Figure 1. Cell density map.
The bar under the picture is 10 um long. The die is cut into 9 by 9 equal tiles; dark blue is low, red is high, 0 to 100% covered.
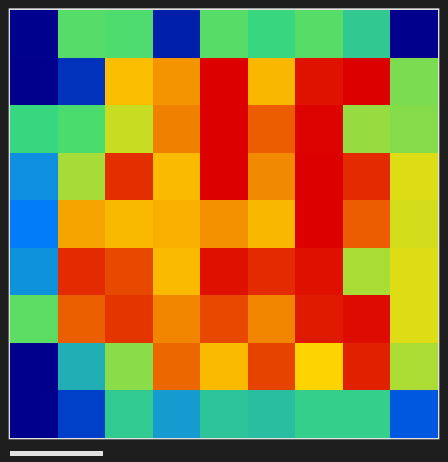
Figure 2. Placed cells, one color a class.
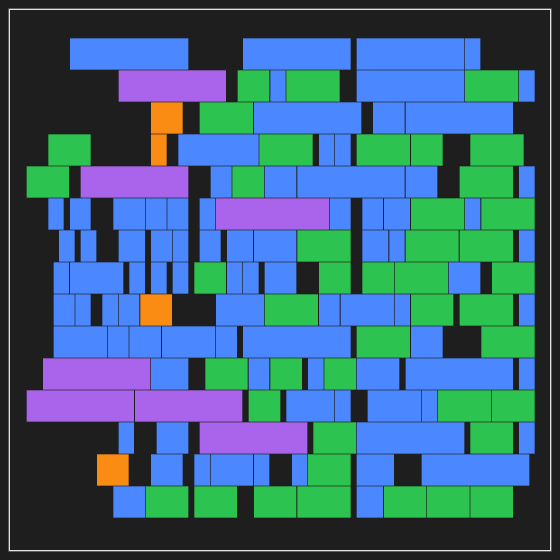
Figure 3. Cells by drive strength.
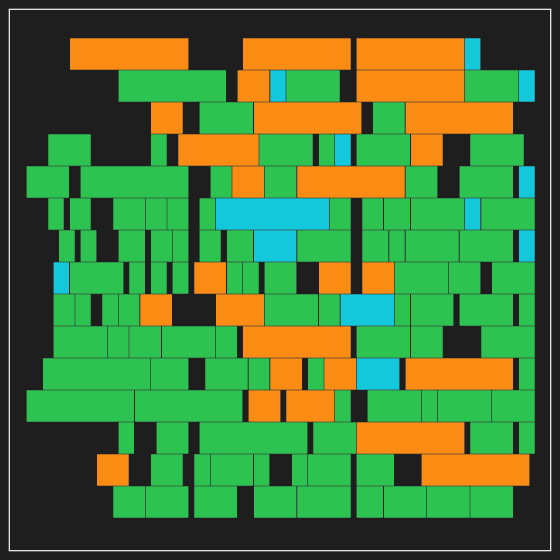
--- config.mk ---
export PLATFORM = sky130hd
export DESIGN_NAME = lif_neuron_ctrl
export DESIGN_NICKNAME = d
export VERILOG_FILES = /design/src/rtl/lif_neuron_ctrl.sv
export SDC_FILE = /design/constraint.sdc
export NUM_CORES = 1
export LEC_CHECK = 0
export ABC_AREA = 0
export CAP_MARGIN = 20
export CORE_UTILIZATION = 40
export DETAILED_ROUTE_END_ITERATION = 8
export PLACE_DENSITY = 0.88
export SLEW_MARGIN = 30
export SYNTH_ARGS = -nofsm -noshare
export SYNTH_HDL_FRONTEND = slang
export SYNTH_SLANG_ARGS = --single-unit
export TNS_END_PERCENT = 5
--- constraint.sdc ---
create_clock -name clk -period 2.2 [get_ports clk]
set_clock_uncertainty 0.2 [all_clocks]
set_input_delay 0.33 -clock clk [delete_from_list [all_inputs] [get_ports clk]]
set_output_delay 0.33 -clock clk [all_outputs]
set_load 0.005 [all_outputs]
--- src/rtl/lif_neuron_ctrl.sv ---
// lif_neuron_ctrl: sequencing FSM for one LIF neuron (leak, integrate, check, fire, refractory)
module lif_neuron_ctrl #(
    parameter int WIDTH         = 12,
    parameter int REFRAC_CYCLES = 4,
    parameter int REFRAC_W      = 4
) (
    input  logic             clk,
    input  logic             rst_n,
    input  logic             clear,
    input  logic             in_valid,
    output logic             in_ready,
    input  logic [WIDTH-1:0] v_mem,
    input  logic [WIDTH-1:0] v_thresh,
    output logic [1:0]       mux_sel,
    output logic             v_en,
    output logic             spike,
    output logic             refractory,
    output logic             busy
);
    typedef enum logic [2:0] {IDLE, LEAK, INTEG, CHECK, FIRE, REFRAC, CLR} state_t;
    state_t              state_q, state_d;
    logic [REFRAC_W-1:0] cnt_q, cnt_d;
    // state and refractory counter registers
    always_ff @(posedge clk or negedge rst_n) begin
        if (!rst_n) begin
            state_q <= IDLE;
            cnt_q   <= '0;
        end else begin
            state_q <= state_d;
            cnt_q   <= cnt_d;
        end
    end
    // next state; clear overrides every other transition
    always_comb begin
        state_d = state_q;
        cnt_d   = cnt_q;
        case (state_q)
            IDLE:    if (in_valid) state_d = LEAK;
            LEAK:    state_d = INTEG;
            INTEG:   state_d = CHECK;
            CHECK:   state_d = ($signed(v_mem) >= $signed(v_thresh)) ? FIRE : IDLE;
            FIRE: begin
                cnt_d   = REFRAC_W'(REFRAC_CYCLES);
                state_d = (REFRAC_CYCLES == 0) ? IDLE : REFRAC;
            end
            REFRAC: begin
                cnt_d = cnt_q - 1'b1;
                if (cnt_q == REFRAC_W'(1)) state_d = IDLE;
            end
            CLR: begin
                cnt_d   = '0;
                state_d = IDLE;
            end
            default: state_d = IDLE;
        endcase
        if (clear) state_d = CLR;
    end
    // outputs decoded from the state register only
    always_comb begin
        mux_sel    = (state_q == INTEG) ? 2'b01 : (state_q == FIRE || state_q == CLR) ? 2'b10 : 2'b00;
        v_en       = (state_q == LEAK) || (state_q == INTEG) || (state_q == FIRE) || (state_q == CLR);
        spike      = (state_q == FIRE);
        refractory = (state_q == REFRAC);
        busy       = (state_q != IDLE);
        in_ready   = (state_q == IDLE);
    end
endmodule

==> Slide: Implementation Results <==
Synthesis and Place & Route Summary

Outcome
  • Status: complete, but fails checks
  • Failing checks: negative setup slack

Finish
  • Fillers: 101
  • # diodes: 0
  • NonClk Buf Share: 31.9%
  • Clock-cell share: 1.84%
  • Dominant kind of cell: logic gates
  • Register area: 176 um2
  • Max reg flops: 4
  • Top cell excl fill/tap: dlymetal6s2s_1
  • Comb area share: 46.4%
  • CLK BUF: 4
  • Share of layout cells above drive strength 1: 27.0%

Setup path
  • Critical path buffers and inverters: 1
  • Crit path cell chain: clkdlybuf4s50_1 > ha_4 > nand3_2 > nor4_2 > or4_4 > a2111oi_4 > nor3_2
  • CP Launch Type: primary input
  • Worst Reg-to-Reg Cells: 7
  • CP Data Arrival Time: 2.14 ns
  • Crit path from: v_mem[3]
  • Crit-path max FO: 2
  • Slowest stage delay, CP: 0.53 ns
  • R2R Path End: state_q[2]$_DFFE_PN0P_
  • Slowest-stage cell, CP: clkdlybuf4s50_1
  • Flop-to-flop setup slack: 0.03 ns

Final timing
  • Relative slew slack: 76.6%
  • Final critical-path setup slack: -0.00809 ns
  • Setup violators final: 1
  • FMAX: 453 MHz
  • RSZ-0062 raised after global routing: yes
  • Slew Limit Fails: 0
  • Final Hold Violation Tally: 0
  • Least-Margin Pin Slew: 0.351 ns

Logic synthesis
  • Synth Area in Simple Gates: 21.6%
  • Area leader, netlist: dfrtp_1
  • Adder share: 22.7%
  • Post-synthesis average cell area: 7.95 um2
  • Number of synthesized register bits: 7
  • Yosys stat cell total: 97
  • Largest family of logic cells by area: adder cells
  • Synth async-reset ratio: 100%
  • YS chip area: 771 um2
  • Yosys warnings: 0
  • Synthesized area: 771 um2
  • Floorplan net count: 139
  • Top cell area share: 22.7%

Clock tree
  • TritonCTS Sinks: 7
  • Post-CTS Setup Inserts: 1
  • TritonCTS clock tree: done
  • CTS Buf Count: 3
  • Hold_buf cts: 0
  • Root buffer cell: clkbuf_4

Hold path
  • Min-Delay Path Class: in2async

Global route
  • Remaining Overflow, GRT: 0
  • Total GRT Usage: 22.2%
  • Vias in the first global route: 852
  • Largest net degree at the start of global routing: 13

Die
  • Die Y: 45.9 um
  • Init Core Util: 43.7%
  • Core area: 0.00176 mm2
  • Die Footprint: 0.00211 mm2
  • Row cnt: 15

Power
  • Comb power: 406 uW
  • Clk pwr share: 16.0%
  • Peak supply drop: 0.483 mV
  • Sequential power share: 28.8%
  • Power Density: 516 mW/mm2
  • Internal Power: 452 uW
  • Clock distribution power: 118 uW
  • Seq group: 212 uW
  • Tot Pwr: 735 uW

Flow run
  • Maximum capacitance violations: 0
  • Tool Warnings: 28

Placed design
  • GPL Wtd Cong: 0.793
  • Post-DP Area: 0.00118 mm2

Routing
  • WL per Instance: 18.0 um
  • # DRC: 0
  • 1st-iter DRT viols: 19
  • Total wire length: 2980 um
  • DR pass1 iterations: 4
  • DRT antenna net count: 0
Back to the opening pictures, Figure 1:
mean over tiles: 66%
tiles over 75% full: 51%
nearly empty tiles: 6.2%
fullest tile: 100%

Back to the opening pictures, Figure 2:
legend:
  purple:
    class: sequential cells
    cells: 7
  orange:
    class: clock drivers and dummy loads
    cells: 4
  blue:
    class: combinational and other logic
    cells: 87
  green:
    class: remaining buffers and delay cells
    cells: 43

Back to the opening pictures, Figure 3:
legend:
  orange:
    size: _3 and _4 cells
    cells: 26
    share: 18%
    most_used: ha_4
  green:
    size: _0 and _1 cells
    cells: 103
    share: 73%
    most_used: dlymetal6s2s_1
  cyan:
    size: _2 cells
    cells: 12
    share: 8.5%
    most_used: inv_2
Area Growth Syn to Fin: 85.1%
number of non-clock buffers: 43
final instance area: 0.00143 mm2
final critical-path setup slack: -0.00809 ns

## routing by layer
| metal | vias to the layer above | GRT usage (%) | part of all wire, % |
|---|---|---|---|
| met2 | 42 | 43.1 | 53 |
| li1 | 421 | - | - |
| met1 | 405 | 23.4 | 38 |
| met4 | 0 | 10.6 | 3.8 |
| met5 | - | 0 | 0 |
| met3 | 14 | 1.98 | 5.4 |
## metrics by stage
stage / hold slack [ns] / std cells / TNS (ns) / utilization (%) / setup slack [ns]
after floorplan: -0.166 / 97 / 0 / - / 0.265
after global placement: 0.295 / 160 / -0.217 / 67.1 / -0.217
after detailed placement: 0.323 / 160 / -0.295 / 67.1 / -0.295
after CTS: 0.145 / 165 / 0 / 69.7 / 0.00432
after global routing: 0.163 / 166 / -0.0908 / 80.9 / -0.0815
final: 0.140 / 166 / -0.00809 / 80.9 / -0.00809
No activity file was given, so power comes from the tool's default toggle rates.
